`src/rtl/reg_resp_pkg.sv`:
```
// Shared definitions for the register responder: command encoding, address map,
// CTRL field layout and ERR_STAT bit positions.
package reg_resp_pkg;

   typedef enum logic [1:0] {
      CMD_IDLE = 2'b00,
      CMD_WR   = 2'b01,
      CMD_RD   = 2'b10
   } cmd_e;

   localparam int unsigned CTRL_BASE     = 32'h00;
   localparam int unsigned STAT_BASE     = 32'h10;
   localparam int unsigned ERR_STAT_ADDR = 32'h20;
   localparam int unsigned ERR_CNT_ADDR  = 32'h24;
   localparam int unsigned LOCK_ADDR     = 32'h28;

   localparam int unsigned CTRL_EN_OFF   = 0;
   localparam int unsigned CTRL_PRIO_OFF = 1;
   localparam int unsigned CTRL_PRIO_W   = 2;
   localparam int unsigned CTRL_LEN_OFF  = 3;
   localparam int unsigned CTRL_LEN_W    = 3;
   localparam int unsigned CTRL_W        = 6;

   localparam int unsigned STAT_W        = 8;

   localparam int unsigned ERR_RO_BIT    = 0;
   localparam int unsigned ERR_UNMAP_BIT = 1;
   localparam int unsigned ERR_LOCK_BIT  = 2;
   localparam int unsigned ERR_W         = 3;

endpackage

```
`src/rtl/reg_resp_ctrl_reg.sv`:
```
// One per-channel CTRL register: 6 stored bits split into en / prio / pkt_len fields.
module reg_resp_ctrl_reg
   import reg_resp_pkg::*;
(
   input  logic                   clk,
   input  logic                   rst,
   input  logic                   we_i,
   input  logic [CTRL_W-1:0]      wdata_i,
   output logic [CTRL_W-1:0]      value_o,
   output logic                   en_o,
   output logic [CTRL_PRIO_W-1:0] prio_o,
   output logic [CTRL_LEN_W-1:0]  pkt_len_o
);

   logic [CTRL_W-1:0] ctrl_q;
   logic [CTRL_W-1:0] ctrl_d;

   always_comb begin
      ctrl_d = ctrl_q;
      if (we_i) begin
         ctrl_d = wdata_i;
      end
   end

   always_ff @(posedge clk) begin
      if (rst) begin
         ctrl_q <= '0;
      end else begin
         ctrl_q <= ctrl_d;
      end
   end

   assign value_o   = ctrl_q;
   assign en_o      = ctrl_q[CTRL_EN_OFF];
   assign prio_o    = ctrl_q[CTRL_PRIO_OFF +: CTRL_PRIO_W];
   assign pkt_len_o = ctrl_q[CTRL_LEN_OFF +: CTRL_LEN_W];

endmodule

```
`src/rtl/reg_responder.sv`:
```
// Register-slave end of the cmd/cmd_addr command bus: CTRL/STAT per channel, sticky
// error status and saturating error counter. REG_RESP_WR_LOCK_EN adds a CTRL write lock at 0x28.
module reg_responder
   import reg_resp_pkg::*;
#(
   parameter int unsigned NUM_CH = 3,
   parameter int unsigned ADDR_W = 8,
   parameter int unsigned DATA_W = 32,
   parameter int unsigned CNT_W  = 16
) (
   input  logic                  clk,
   input  logic                  rst,
   input  logic [1:0]            cmd,
   input  logic [ADDR_W-1:0]     cmd_addr,
   input  logic [DATA_W-1:0]     cmd_data_s2m,
   output logic [DATA_W-1:0]     cmd_data_m2s,
   input  logic [8*NUM_CH-1:0]   ch_margin,
   output logic [NUM_CH-1:0]     ch_en,
   output logic [2*NUM_CH-1:0]   ch_prio,
   output logic [3*NUM_CH-1:0]   ch_pkt_len
);

   logic [CTRL_W-1:0] ctrl_val [NUM_CH];
   logic [NUM_CH-1:0] ctrl_we;

   logic [ERR_W-1:0]  err_stat_q, err_stat_d;
   logic [CNT_W-1:0]  err_cnt_q, err_cnt_d;
   logic [DATA_W-1:0] rdata_q, rdata_d;

   logic              is_wr, is_rd, aligned;
   logic              ctrl_hit, stat_hit, err_stat_hit, err_cnt_hit, lock_hit, locked;
   logic [1:0]        ch_idx;
   logic [ERR_W-1:0]  err_set, err_clr;
   logic [DATA_W-1:0] rd_val;

`ifdef REG_RESP_WR_LOCK_EN
   logic lock_q, lock_d;
`endif

   for (genvar n = 0; n < NUM_CH; n++) begin : g_ch
      reg_resp_ctrl_reg u_ctrl (
         .clk       (clk),
         .rst       (rst),
         .we_i      (ctrl_we[n]),
         .wdata_i   (cmd_data_s2m[CTRL_W-1:0]),
         .value_o   (ctrl_val[n]),
         .en_o      (ch_en[n]),
         .prio_o    (ch_prio[2*n +: 2]),
         .pkt_len_o (ch_pkt_len[3*n +: 3])
      );
   end

   // Address decode, write/clear effects, read mux and error accounting
   always_comb begin
      is_wr        = (cmd == CMD_WR);
      is_rd        = (cmd == CMD_RD);
      aligned      = (cmd_addr[1:0] == 2'b00);
      ch_idx       = cmd_addr[3:2];
      ctrl_hit     = aligned && (cmd_addr < ADDR_W'(CTRL_BASE + 4 * NUM_CH));
      stat_hit     = aligned && (cmd_addr >= ADDR_W'(STAT_BASE))
                             && (cmd_addr < ADDR_W'(STAT_BASE + 4 * NUM_CH));
      err_stat_hit = (cmd_addr == ADDR_W'(ERR_STAT_ADDR));
      err_cnt_hit  = (cmd_addr == ADDR_W'(ERR_CNT_ADDR));
      lock_hit     = 1'b0;
      locked       = 1'b0;
      ctrl_we      = '0;
      err_set      = '0;
      err_clr      = '0;
      rd_val       = '0;
`ifdef REG_RESP_WR_LOCK_EN
      lock_hit     = (cmd_addr == ADDR_W'(LOCK_ADDR));
      locked       = lock_q;
      lock_d       = lock_q;
`endif

      if (is_wr) begin
         if (ctrl_hit) begin
            if (locked) begin
               err_set[ERR_LOCK_BIT] = 1'b1;
            end else begin
               for (int n = 0; n < NUM_CH; n++) begin
                  ctrl_we[n] = (ch_idx == 2'(n));
               end
            end
         end else if (stat_hit || err_cnt_hit) begin
            err_set[ERR_RO_BIT] = 1'b1;
         end else if (err_stat_hit) begin
            err_clr = cmd_data_s2m[ERR_W-1:0];
         end else if (lock_hit) begin
`ifdef REG_RESP_WR_LOCK_EN
            lock_d = cmd_data_s2m[0];
`endif
         end else begin
            err_set[ERR_UNMAP_BIT] = 1'b1;
         end
      end else if (is_rd) begin
         if (ctrl_hit) begin
            for (int n = 0; n < NUM_CH; n++) begin
               if (ch_idx == 2'(n)) rd_val = DATA_W'(ctrl_val[n]);
            end
         end else if (stat_hit) begin
            for (int n = 0; n < NUM_CH; n++) begin
               if (ch_idx == 2'(n)) rd_val = DATA_W'(ch_margin[STAT_W*n +: STAT_W]);
            end
         end else if (err_stat_hit) begin
            rd_val = DATA_W'(err_stat_q);
         end else if (err_cnt_hit) begin
            rd_val = DATA_W'(err_cnt_q);
         end else if (lock_hit) begin
`ifdef REG_RESP_WR_LOCK_EN
            rd_val = DATA_W'(lock_q);
`endif
         end else begin
            err_set[ERR_UNMAP_BIT] = 1'b1;
         end
      end

      // A new error on a bit beats a simultaneous W1C of that bit
      err_stat_d = err_set | (err_stat_q & ~err_clr);
      err_cnt_d  = ((|err_set) && (err_cnt_q != '1)) ? err_cnt_q + CNT_W'(1) : err_cnt_q;
      rdata_d    = is_rd ? rd_val : rdata_q;
   end

   always_ff @(posedge clk) begin
      if (rst) begin
         err_stat_q <= '0;
         err_cnt_q  <= '0;
         rdata_q    <= '0;
`ifdef REG_RESP_WR_LOCK_EN
         lock_q     <= 1'b0;
`endif
      end else begin
         err_stat_q <= err_stat_d;
         err_cnt_q  <= err_cnt_d;
         rdata_q    <= rdata_d;
`ifdef REG_RESP_WR_LOCK_EN
         lock_q     <= lock_d;
`endif
      end
   end

   assign cmd_data_m2s = rdata_q;

endmodule

```
`config.mk`:
```
export PLATFORM = sky130hd
export DESIGN_NAME = reg_responder
export DESIGN_NICKNAME = d
export VERILOG_FILES = /design/src/rtl/reg_resp_pkg.sv /design/src/rtl/reg_resp_ctrl_reg.sv /design/src/rtl/reg_responder.sv
export SDC_FILE = /design/constraint.sdc
export NUM_CORES = 1
export LEC_CHECK = 0
export CORE_AREA = 5 5 76 113
export CTS_CLUSTER_DIAMETER = 60
export DETAILED_ROUTE_END_ITERATION = 6
export DIE_AREA = 0 0 81 118
export PLACE_DENSITY = 0.81
export SLEW_MARGIN = 20
export SYNTH_ARGS = -nofsm -noshare
export SYNTH_HDL_FRONTEND = slang
export SYNTH_SLANG_ARGS = --single-unit
```
`constraint.sdc`:
```
create_clock -name clk -period 1.8 [get_ports clk]
set_input_delay 0.18 -clock clk [delete_from_list [all_inputs] [get_ports clk]]
set_output_delay 0.18 -clock clk [all_outputs]
set_load 0.02 [all_outputs]
```
### Close-up of the layout, run 1

Region (20, 39) to (60, 79) um. Cells in grey, sequential cells in the stronger grey; small squares are vias.
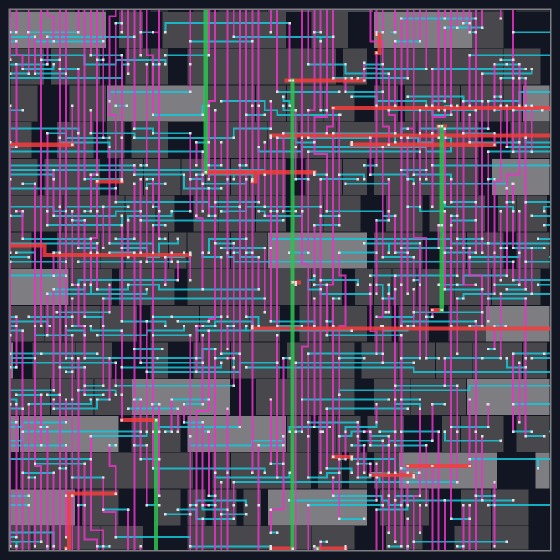
- green: met4
- red: met3
- magenta: met2
- cyan: met1
- cells with their middle in the window: 154
- sequential cells in the window: 14
- netlist names of flops here include: `err_cnt_q` (7), `g_ch.u_ctrl.value_o` (4), `cmd_data_m2s` (2)
- most frequent: buf_4 (29), dfxtp_1 (14), nor2_1 (9)

### Placement view, run 1

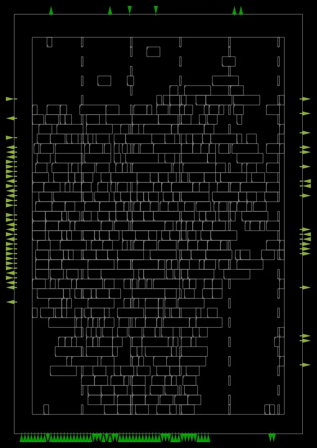
number of fillers in the final layout: 689
core area: 7510 sq um
row count: 39
FFs & Latches: 53

==> summary.txt, run 1 <==
Physical implementation

The clock passes through at most 2 buffers. The script computed the net switching share of total power as 0.236. Per the run report, area growth between synthesis and finish was 46.4%.

Setup repair after global routing could not meet its margin everywhere. Looking at the max-slew report, the worst-margin pin has a slew of 638 ps. Per the timing report, the achievable frequency comes out to 579 MHz. In this run the cell area of the synthesized design comes to 2840 sq um. The static power due to leakage is 1.60 nW.

Counting flops with an async set or reset pin after synthesis yields a share of 0. The worst setup path is launched from a flip-flop. The number of detailed-routing iterations run before antenna repair is 4. The gate count of the mapped netlist is 342. Detailed placement reports a standard cell area of 3880 sq um. The highest ir drop seen on vdd is 0.437 mV.

The path type of the worst min-delay path is in -> reg. The total power draw is 2.72 mW. The floorplan step records an initial core utilization of 0.378. At the later pin of the worst-skew pair, clock insertion delay measures 290 ps. Summing over every cut layer, the via total after detailed routing is 2964. The share of layout cells above drive strength 1 is 0.168.

The initial antenna violation count came to 0. The synth_stat.txt file lists the number of cells as 342. By instance count, the leading cell after synthesis is dfxtp_1.

The worst setup margin is 74.2 ps. The top logic cell family in the synthesized netlist is AND-OR/OR-AND gates. After the first detailed-routing iteration, the DRC count stood at 161. Summed over all nets, the switching power comes to 642 uW. The sequential-to-total area share from yosys stat is 0.373.

The fraction of power consumed by combinational cells is 0.150. 0 antenna diodes ended up in the layout. The synthesized design contains 0 enable-type register cells.

The final timing summary puts the cycle share of the worst path at 0.959. The TritonCTS clock tree is done. Per the CTS log, the root buffer master is clkbuf_16.

The routed length per instance is 16.0 um. Of the total synthesized cell area, the portion taken by AND-OR and OR-AND cells is 0.218. The post-cts resize count is 11. The required time of the critical path is 2010 ps. After layout, the setup clock skew is reported as 7.57 ps. The H-tree depth is 2. The pre-CTS setup slack is -396 ps. The post-synth area from yosys stat is 2840 sq um.

The cell-mix breakdown from Yosys lists the XOR/XNOR area share as 0.00925. The tally of buffers added on design ports is 75. The most common logic cells in the final layout are clkdlybuf4s50_1 (67), dfxtp_1 (51), nand2_1 (40). The flow ran to the end, and the final reports show no timing, DRC or antenna violations.

According to the finish report, the design has a final net count of 515. Final hold analysis gives a worst-case slack of 396 ps. The portion of synthesized area spent on multiplexers is 0.0881. In this run, post-CTS hold repair placed 0 buffers. Global routing finished with a remaining overflow of 0. The vertical extent of the die is 118 um. The final RePlAce weighted congestion is 0.915. For this design, the sink count on the clock tree is 53. The final-report setup violation count is 0. The worst path needs 1730 ps of the cycle, external delays included. The cell taking the most area after synthesis is dfxtp_1.

The wire length of the first global-routing pass is 13.9 mm. The number of different library cells used by synthesis comes to 49. Setup total negative slack on the finished layout was measured at 0 ps. The worst-case headroom to the max-slew limit is 0.575. The register bit total from synthesis is 53.

Counting only logic cells after layout, the most numerous master is clkdlybuf4s50_1. The mean area per synthesized cell is 8.31 sq um. The global routing report lists combined usage of all routing layers as 0.181. The final count of pins violating max slew is 0. The power report attributes to the sequential group a share of 0.442. The horizontal die dimension reported for this design is 81 um. For reference, the clock transition at the flip-flops on the worst setup and hold paths is 70 ps. Entering global routing, the biggest net connects 35 pins. The critical path capture point type is a flip-flop. In this run the remaining antenna-violating nets after routing total 0. The routed via count divided by cell count is 5.40. The number of global-route vias before repair is 3020. The most used flip-flop cell after synthesis is dfxtp_1. Detailed placement ended at an HPWL of 6.53 mm. Counting the warning lines in the Yosys log gives 0. The clock power share is 0.408. By area the synthesized netlist is led by dfxtp_1 (37%), mux2i_1 (8.8%), nand2_1 (5.5%). The top-area cell type share of the netlist area is 0.373.

The full die area is 9560 sq um. The total DRC errors in the routed layout is 0. The category of the critical setup timing path is reg -> reg. Yosys reports that the most numerous cell types are dfxtp_1 (53), nand2_1 (42), nor2_1 (32), mux2i_1 (25), a21oi_1 (21).

The finished cells cover 4160 sq um. The number of buffers inserted during clock tree synthesis is 5. The cell-mix breakdown from Yosys lists the simple-gate area share as 0.215. The highest net fanout along the worst path is 7. Of the total synthesized cell area, the portion taken by full adders, half adders and majority gates is 0.00440. The power per unit of standard cell area is 654 nW/um^2. After detailed routing, the total wire length is 8.77 mm.

The tool warning count for the run is 53. The I/O pin count is 118. STA puts the critical path data arrival time at 1940 ps. Cell internal power was estimated by the tool at 2.08 mW.

The final timing report lists a hold violation count of 0. The number of buffers inserted to repair setup after CTS is 0. The run reported a max-capacitance violation count of 0.
### Metal 2, run 1

Drawn at 3 px/um. Cells faint in the background.
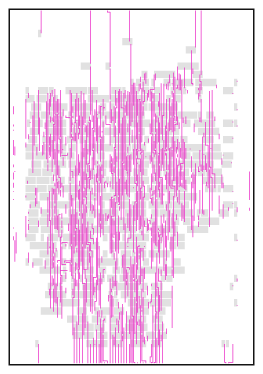
- nets with wire on the layer: 437
- longest straight run: 56.8 um
- share of all routed wire: 55%
- main direction: vertical
- wire length on this layer: 4810 um

-- run 1: stage by stage --
stage | utilization | instances
6_report | 0.553 | 549
3_3_place_gp | 0.516 | 538
3_5_place_dp | 0.516 | 538
2_1_floorplan | - | 357
4_1_cts | 0.544 | 546
5_1_grt | 0.553 | 549
-- run 1: state kept, by name (all words and copies together) (netlist names) --
register,cells
cmd_data_m2s,16
err_stat_q,3
err_cnt_q,16
g_ch.u_ctrl.value_o,18
-- run 1: area by class of cell --
type,instances,area (sq um),area share
multi-input cells,260,1640,0.395
repair buffers,120,1130,0.272
flip-flops and latches,53,1060,0.256
clock buffers,7,143,0.0343
well taps,102,128,0.0307
clock inverters,1,30.0,0.00722
inverters,6,22.5,0.00542
-- run 1: path summary, 6_finish.rpt --
path                      start                to  slack (ps)  cells past startpoint
setup / recovery   err_cnt_q[0]      err_cnt_q[6]          70                      7
hold / removal              rst  cmd_data_m2s[14]         400                      2
setup reg to reg   err_cnt_q[0]      err_cnt_q[6]          70                      7
hold reg to reg   err_stat_q[0]     err_stat_q[0]         480                      2
-- run 1: critical path: stages (launching register included) --
cell	delay, ps
dfxtp_2	340
ha_2	200
nand3_2	80
or4_4	540
o21ai_4	150
buf_6	140
o31ai_1	60
a21oi_1	140
-- run 1: metal layers --
layer	vias to the layer above	GRT usage	routed length, um
met1	1407	0.195	3210
met4	0	0.0825	272
met2	120	0.330	4810
met3	23	0.0314	484
met5	-	0	0
li1	1414	-	-
-- run 1: power groups by stage --
stage	Combinational (mW)	Sequential, mW	Clock [mW]
6_report	0.409	1.20	1.11
5_1_grt	0.437	1.20	1.17
4_1_cts	0.396	1.20	1.12
3_5_place_dp	0.386	1.23	0
3_3_place_gp	0.376	1.23	0
2_1_floorplan	0.203	1.24	0
### Routed metal, one colour a layer, run 1

Drawn at 3 px/um. Two of the layers only.
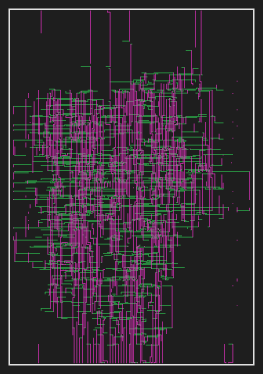

==> run 2, diff against run 1 <==
--- a/config.mk
+++ b/config.mk
@@ -10,6 +10,7 @@
 export DETAILED_ROUTE_END_ITERATION = 6
 export DIE_AREA = 0 0 81 118
 export PLACE_DENSITY = 0.81
+export SETUP_SLACK_MARGIN = 0.15
 export SLEW_MARGIN = 20
 export SYNTH_ARGS = -nofsm -noshare
 export SYNTH_HDL_FRONTEND = slang
### Routed metal, one colour a layer, run 2

Drawn at 3 px/um. Two of the layers only.
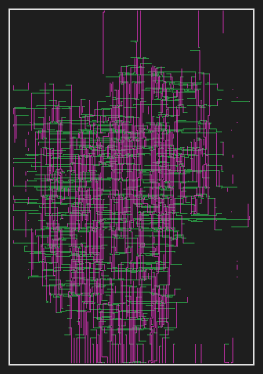
- magenta: met2 (wire length 4940 um)
- green: met1 (wire length 3320 um)
via count of the routed design: 2993
routed wire length: 9.14 mm
average detailed-routed wire length per instance: 16.3 um
combined global-route utilization of all metal layers: 0.191

### Close-up of the layout, run 2

Region (20, 39) to (60, 79) um. Cells in grey, sequential cells in the stronger grey; small squares are vias.
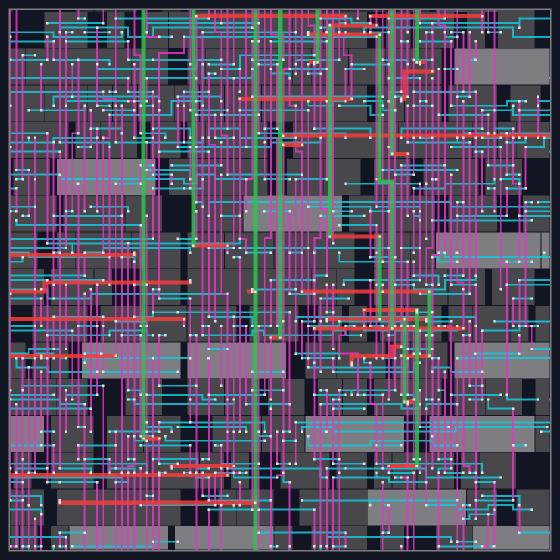
- cyan: met1
- green: met4
- red: met3
- magenta: met2
- sequential cells in the window: 13
- netlist names of flops here include: `err_cnt_q` (8), `g_ch.u_ctrl.value_o` (3), `cmd_data_m2s` (2)
- cells with their middle in the window: 157
- most frequent: buf_4 (29), nand2_1 (14), dfxtp_1 (10)

==> summary.txt, run 2 <==
Physical implementation

The TritonCTS clock tree is done (unchanged). The number of buffers inserted during clock tree synthesis is 5 (unchanged). Biggest area cells: dfxtp_1 (37%), mux2i_1 (8.8%), nand2_1 (5.5%) (unchanged). The reg2reg setup slack is 10 ps (was 70 ps).

Unrepaired setup endpoints after global routing: true (unchanged). The multi-input gate count was 260 (unchanged). The number of buffers between clock root and the deepest sink is 2 (unchanged).

The family of cells with the greatest summed delay on the critical path is simple AND/OR/NAND/NOR gates (unchanged). The number of antenna-violating nets in the routed design is 0 (unchanged). The share of the clock period used by the worst path came to 0.993 (was 0.959).

The most repeated cell in the gate-level netlist after synthesis is dfxtp_1 (unchanged). The routed via count divided by cell count was 5.34 (was 5.40). The count of inserted antenna diode cells came to 0 (unchanged). The static power due to leakage is 1.65 nW (was 1.60 nW). The final hold violation count is 0 (unchanged).

The clock net sink count is 53 (unchanged). The cell area after placement is 3940 sq um (was 3880 sq um). The cell taking the most area after synthesis is dfxtp_1 (unchanged). The final-layout clock-cell area share is 0.0369 (was 0.0415). The overflow left after global routing is 0 (unchanged). The total power draw was 2.65 mW (was 2.72 mW). The number of detailed-routing iterations run before antenna repair came to 4 (unchanged). The post-synth area from yosys stat is 2840 sq um (unchanged). The maximum clock skew at final layout was 3.35 ps (was 7.57 ps).

The number of warning messages in the yosys log came to 0 (unchanged). The number of fillers in the final layout was 689 (unchanged). The core region area was 7510 sq um (unchanged). The power per unit of standard cell area is 621 nW/um^2 (was 654 nW/um^2). Commonest cells post-synth: dfxtp_1 (53), nand2_1 (42), nor2_1 (32), mux2i_1 (25), a21oi_1 (21) (unchanged). The number of cells on the critical path came to 7 (unchanged). The max-cap check violation count is 0 (unchanged).

The type of element launching the critical path was a flip-flop (unchanged). The slowest cell on the critical path is or4_4 (unchanged). The tally of buffers added on design ports came to 75 (unchanged).

Outcome: completed (unchanged). The vertical extent of the die was 118 um (unchanged). The final count of pins violating max slew is 0 (unchanged). Leading cell types in the layout, fill and taps excluded: clkdlybuf4s50_1 (65), buf_4 (51), dfxtp_1 (46) (was clkdlybuf4s50_1 (67), dfxtp_1 (51), nand2_1 (40)). The gate count of the mapped netlist came to 342 (unchanged). The area-dominant cell class after layout is logic gates (unchanged). The clock latency on the worst-skew pair came to 290 ps (about the same). The number of sequential cells in the layout is 53 (unchanged). The highest ir drop seen on vdd is 0.485 mV (was 0.437 mV). The multi-input gate area in the final layout came to 1710 sq um (was 1640 sq um). The capture endpoint of the worst hold path is err_stat_q[0] (was cmd_data_m2s[14]). The category of the critical setup timing path is reg -> reg (unchanged). The hold-fix buffer count after cts is 0 (unchanged). The DRC violation total after the first TritonRoute iteration came to 192 (was 161). The worst-case reg-to-reg path depth is 7 (unchanged). The launch point of the worst hold path is cmd[1] (was rst). The cell count listed in synth_stat.txt is 342 (unchanged). The path type of the worst min-delay path is in -> reg (unchanged).

The buffer cell driving the clock tree root was clkbuf_16 (unchanged). The most common cell after layout, fill and taps aside was clkdlybuf4s50_1 (unchanged). The final-report setup violation count was 0 (unchanged). The total standard cell area after synthesis is 2840 sq um (unchanged). The required time of the critical path is 1950 ps (was 2010 ps). The number of global-route vias before repair came to 3116 (was 3020). The worst-case headroom to the max-slew limit is 0.569 (was 0.575). The most used flip-flop cell after synthesis is dfxtp_1 (unchanged). The post-route setup TNS is 0 ps (unchanged). The share of layout cells above drive strength 1 is 0.223 (was 0.168). The register bit total from synthesis came to 53 (unchanged).

The non-clock buffer contribution to total cell area came to 0.278 (was 0.272). The I/O pin count came to 118 (unchanged). The final RePlAce weighted congestion was 0.870 (was 0.915).

The final HPWL from detailed placement is 6.73 mm (was 6.53 mm). The non-clock inverter count in the final layout is 6 (unchanged). The fraction of the core area occupied by cells at floorplan is 0.378 (unchanged). The count of plain and timing-repair buffers in the layout came to 131 (was 120). The capture point of the worst reg-to-reg path is err_cnt_q[1] (was err_cnt_q[6]). The hold path depth is 4 (was 2). The pin slew with the least headroom to its limit was 646 ps (was 638 ps).

The total DRC errors in the routed layout is 0 (unchanged). The arrival time of the worst setup path is 1940 ps (about the same). The maximum single-stage delay on the critical path is 580 ps (was 540 ps).
### Placement view, run 2

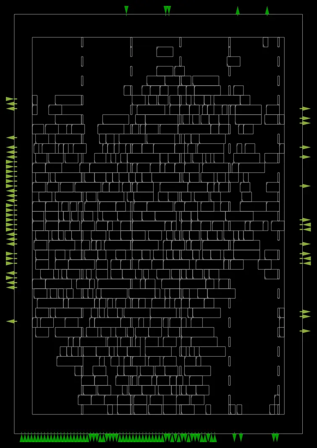
number of standard cells in the final layout excluding fillers: 560
post-layout utilization of the core: 0.569
# Taps: 102
share of cell area taken by flip-flops and latches: 0.250

## run 2: worst max path at each step
stage / startpoint / end / slack [ps]
finish: err_cnt_q[0] / err_cnt_q[1] / 10
CTS: err_cnt_q[3] / err_cnt_q[1] / 100
floorplan: err_cnt_q[3] / err_cnt_q[1] / 130
detailed placement: cmd_addr[7] / g_ch[2].u_ctrl.value_o[2] / -300
global placement: cmd_addr[7] / g_ch[2].u_ctrl.value_o[0] / -230
global route: err_cnt_q[0] / err_cnt_q[1] / -30
## run 2: repair_timing
| item | in CTS | in global routing |
|---|---|---|
| buffers inserted | 4 | 6 |
| pin swaps | 9 | 7 |
| setup endpoints to repair | 41 | 32 |
| resized | 23 | 13 |
| gates cloned | 1 | 0 |
## run 2: metrics by stage
| stage | setup slack (ps) | hold slack, ps | std cells |
|---|---|---|---|
| floorplan | 131 | 268 | 357 |
| detailed placement | -299 | 457 | 541 |
| finish | 13.4 | 314 | 560 |
| global placement | -232 | 443 | 541 |
| global route | -31.4 | 363 | 560 |
| CTS | 95.4 | 388 | 554 |
## run 2: kinds of logic after synthesis
| group | count (synthesis) | share of synthesized area |
|---|---|---|
| and+or+nand+nor | 125 | 0.215 |
| AOI/OAI and AO/OA | 89 | 0.218 |
| DFF | 53 | 0.373 |
| buffers and inverters | 45 | 0.0903 |
| muxes | 25 | 0.0881 |
| xor gates and xnor gates | 3 | 0.00925 |
| adders and majority gates | 1 | 0.00440 |
| other | 1 | 0.00132 |
## run 2: metal layers
metal | global-route usage | wire length [um]
met5 | 0 | 0
met4 | 0.0877 | 357
met3 | 0.0329 | 515
met2 | 0.349 | 4940
met1 | 0.206 | 3320
## run 2: power breakdown
group | total, mW | switching (mW) | internal [mW]
Clock | 1.01 | 0.423 | 0.590
Combinational | 0.438 | 0.230 | 0.208
Sequential | 1.20 | 0.0130 | 1.19
### Metal 2, run 2

Drawn at 3 px/um. Cells faint in the background.
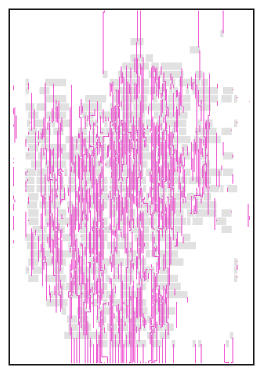

==> run 3, diff against run 2 <==
--- a/config.mk
+++ b/config.mk
@@ -5,11 +5,12 @@
 export SDC_FILE = /design/constraint.sdc
 export NUM_CORES = 1
 export LEC_CHECK = 0
-export CORE_AREA = 5 5 76 113
+export ABC_AREA = 1
+export CORE_AREA = 5 5 80 118
 export CTS_CLUSTER_DIAMETER = 60
 export DETAILED_ROUTE_END_ITERATION = 6
-export DIE_AREA = 0 0 81 118
-export PLACE_DENSITY = 0.81
+export DIE_AREA = 0 0 85 123
+export PLACE_DENSITY = 0.79
 export SETUP_SLACK_MARGIN = 0.15
 export SLEW_MARGIN = 20
 export SYNTH_ARGS = -nofsm -noshare
### Metal 2, run 3

Drawn at 3 px/um. Cells faint in the background.
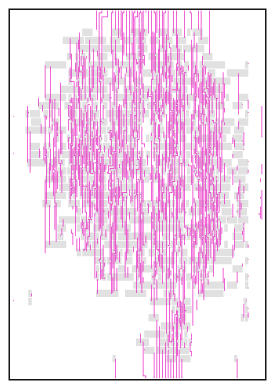
- main direction: vertical
- wire length on this layer: 5410 um
- longest straight run: 51.7 um
Global Route met2 Usage: 0.359
via count of the routed design: 3346
routed wire length: 9.79 mm

### Ports around the boundary, run 3

Drawn at 4 px/um. Pins as bars across the die edge, other pins in grey.
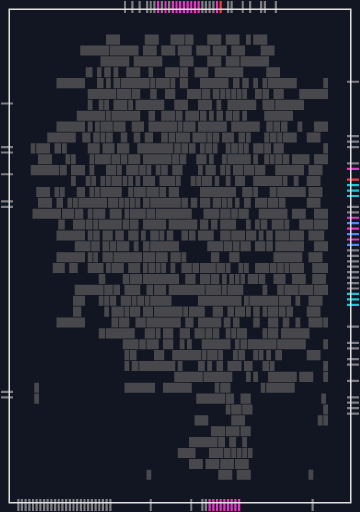
- cyan: `ch_prio` (pins 6; direction output; edge east)
- magenta: `ch_margin` (pins 24; direction input; edge 11 north, 9 south, 4 east)
- blue: `ch_en` (pins 3; direction output; edge east)
- red: `cmd` (pins 2; direction input; edge 1 east, 1 north)
- all pins by edge: 40 south, 39 east, 31 north, 8 west
port bufs: 75
Vert. Die Dim: 123 um

==> summary.txt, run 3 <==
Physical implementation

The adder-cell share of the synthesized area was 0.00399 (was 0.00440). The initial antenna violation count is 0 (unchanged). The share of the clock period used by the worst path is 0.929 (was 0.993). The path type of the worst min-delay path is reg -> reg (was in -> reg). The clock latency on the worst-skew pair is 290 ps (about the same). The family of cells with the greatest summed delay on the critical path is simple AND/OR/NAND/NOR gates (unchanged). The number of enable-type register cells in the synthesized netlist is 0 (unchanged). The number of warning messages in the yosys log is 0 (unchanged). The share of the final layout cell area in sequential cells came to 0.233 (was 0.250).

The non-clock buffer contribution to total cell area was 0.266 (was 0.278). The maximum single-stage delay on the critical path is 350 ps (was 580 ps). The total DRC errors in the routed layout came to 0 (unchanged).

The required time of the critical path was 2020 ps (was 1950 ps). The full die area was 10500 sq um (was 9560 sq um). The cell area after placement was 4210 sq um (was 3940 sq um). The worst setup margin was 128 ps (was 13.4 ps).

The multi-input gate share of the layout cell area was 0.401 (was 0.400). The count of tool warnings came to 53 (was 55). The number of buffers between clock root and the deepest sink came to 2 (unchanged). The post-route setup TNS is 0 ps (unchanged).

The final hold violation count is 0 (unchanged). Commonest cells post-synth: nand2_1 (88), dfxtp_1 (53), a21oi_1 (42), inv_1 (35), nand3_1 (35) (was dfxtp_1 (53), nand2_1 (42), nor2_1 (32), mux2i_1 (25), a21oi_1 (21)). The number of antenna-violating nets in the routed design is 0 (unchanged). The final HPWL from detailed placement came to 7.43 mm (was 6.73 mm). The type of element launching the critical path is a flip-flop (unchanged). The worst-case headroom to the max-slew limit is 0.626 (was 0.569).

The DRC violation total after the first TritonRoute iteration came to 179 (was 192). The pin slew with the least headroom to its limit is 560 ps (was 646 ps). Cell breakdown of the critical path: ha_4 -> nand2_4 -> nor3_4 -> nand2_2 -> nor2_4 -> nand2_8 -> buf_8 -> nand2_8 -> nand2_4 -> a21oi_2 (was ha_4 -> nand3_2 -> or4_4 -> o21ai_4 -> buf_6 -> mux2i_1 -> nor2_1). The combined buffer and inverter count along the critical path came to 1 (unchanged). The power per unit of standard cell area came to 596 nW/um^2 (was 621 nW/um^2). The total standard cell area after synthesis is 3130 sq um (was 2840 sq um).

The arrival time of the worst setup path is 1890 ps (was 1940 ps). The wire length of the first global-routing pass is 15.3 mm (was 14.7 mm). The x dimension of the die is 85 um (was 81 um). The highest clock frequency the design can meet is 598 MHz (was 560 MHz). The count of inserted antenna diode cells came to 0 (unchanged). The xor/xnor cell area share of the yosys netlist is 0.0308 (was 0.00925). The category of the critical setup timing path is reg -> reg (unchanged). The sequential-to-total area share from yosys stat came to 0.339 (was 0.373). The total power draw is 2.73 mW (was 2.65 mW). The routed length per instance was 14.9 um (was 16.3 um). The slowest cell on the critical path is dfxtp_2 (was or4_4). The area-dominant cell class after layout is logic gates (unchanged). The number of global-route vias before repair came to 3430 (was 3116). Outcome: completed (unchanged). The tally of clock buffers in the finished layout is 6 (was 7).

The final RePlAce weighted congestion was 0.891 (was 0.870). The TritonCTS clock tree is done (unchanged). The final instance area is 4580 sq um (was 4270 sq um).

The fraction of the core area occupied by cells at floorplan came to 0.377 (was 0.378). The layout net count was 620 (was 526). The overflow left after global routing is 0 (unchanged). The highest ir drop seen on vdd was 0.486 mV (was 0.485 mV). The relative area change from synthesis to final layout is 46.1% (was 50.4%). The overall routing resource usage is 0.179 (was 0.191). The top-area cell type share of the netlist area is 0.339 (was 0.373). The routed via count divided by cell count is 5.08 (was 5.34). The critical path capture point type is a flip-flop (unchanged).

The clock transition time at the flip-flop clock pins of the worst setup and hold paths is 70 ps (was 60 ps). The I/O pin count was 118 (unchanged). Biggest area cells: dfxtp_1 (34%), nand2_1 (11%), a21oi_1 (6.7%) (was dfxtp_1 (37%), mux2i_1 (8.8%), nand2_1 (5.5%)). Leading cell types in the layout, fill and taps excluded: nand2_1 (88), clkdlybuf4s50_1 (73), dfxtp_1 (50) (was clkdlybuf4s50_1 (65), buf_4 (51), dfxtp_1 (46)).

The number of sequential cells in the layout is 53 (unchanged). The flip-flop count of the largest register after layout is 18 (unchanged). The pre-CTS setup slack came to -129 ps (was -299 ps). The post-synth area from yosys stat came to 3130 sq um (was 2840 sq um). The number of detailed-routing iterations run before antenna repair is 4 (unchanged).
### Placement view, run 3

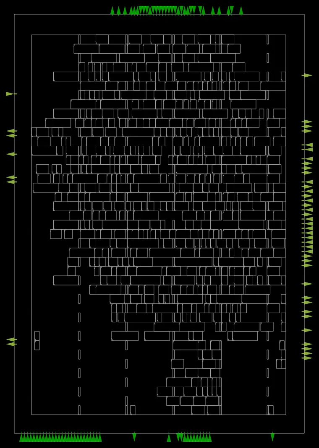
core area: 8310 sq um
post-layout utilization of the core: 0.551
number of fillers in the final layout: 774
# Taps: 107
row count: 41

[run 3: cell types whose count changed in the layout (fill, tap and decap cells not counted), moves of 9 or more]
cell / before / now
a21oi_1: 20 / 38
a21oi_2: 4 / 14
inv_1: 6 / 35
mux2i_1: 25 / 0
nand2_1: 39 / 88
nand2_2: 3 / 15
nand3_1: 11 / 34
nor2_4: 0 / 9
o21ai_0: 14 / 24
[run 3: timing repair]
item	in CTS	in global routing
pin swaps	1	11
gates resized	5	24
buffers inserted	2	8
hold buffers	0	0
gates cloned	0	1
endpoints found under the setup margin	14	23
[run 3: logic make-up after synthesis]
logic type / after synthesis
compound gates: 100
simple gates: 192
other cells: 1
flops: 53
xor+xnor: 11
buf+inv: 73
fa+ha+maj: 1
[run 3: worst reg2reg max path, stage by stage, from the launching register on]
cell and delay [ps]:
dfxtp_2 350, ha_4 150, nand2_4 60, nor3_4 230, nand2_2 110, nor2_4 170, nand2_8 100, buf_8 160
nand2_8 90, nand2_4 50, a21oi_2 130
[run 3: path summary, 6_finish.rpt]
path / slack [ps] / startpoint / endpoint / cells after the start
worst max-delay path: 130 / err_cnt_q[0] / err_cnt_q[14] / 10
worst min-delay path: 460 / err_stat_q[2] / err_stat_q[2] / 2
worst max register to register: 130 / err_cnt_q[0] / err_cnt_q[14] / 10
worst min register to register: 460 / err_stat_q[2] / err_stat_q[2] / 2
[run 3: power breakdown]
part	switching, mW	total (mW)	internal, mW	leakage, nW
registers	0.0102	1.20	1.19	0.430
clock network	0.429	1.09	0.660	0.0810
logic	0.240	0.444	0.204	1.24
[run 3: layer usage]
layer / vias to the layer above / track usage / share of wire
li1: 1636 / - / -
met3: 41 / 0.0313 / 0.050
met2: 120 / 0.359 / 0.55
met5: - / 0 / 0
met1: 1549 / 0.169 / 0.35
met4: 0 / 0.0911 / 0.051
No activity file was given, so power comes from the tool's default toggle rates.
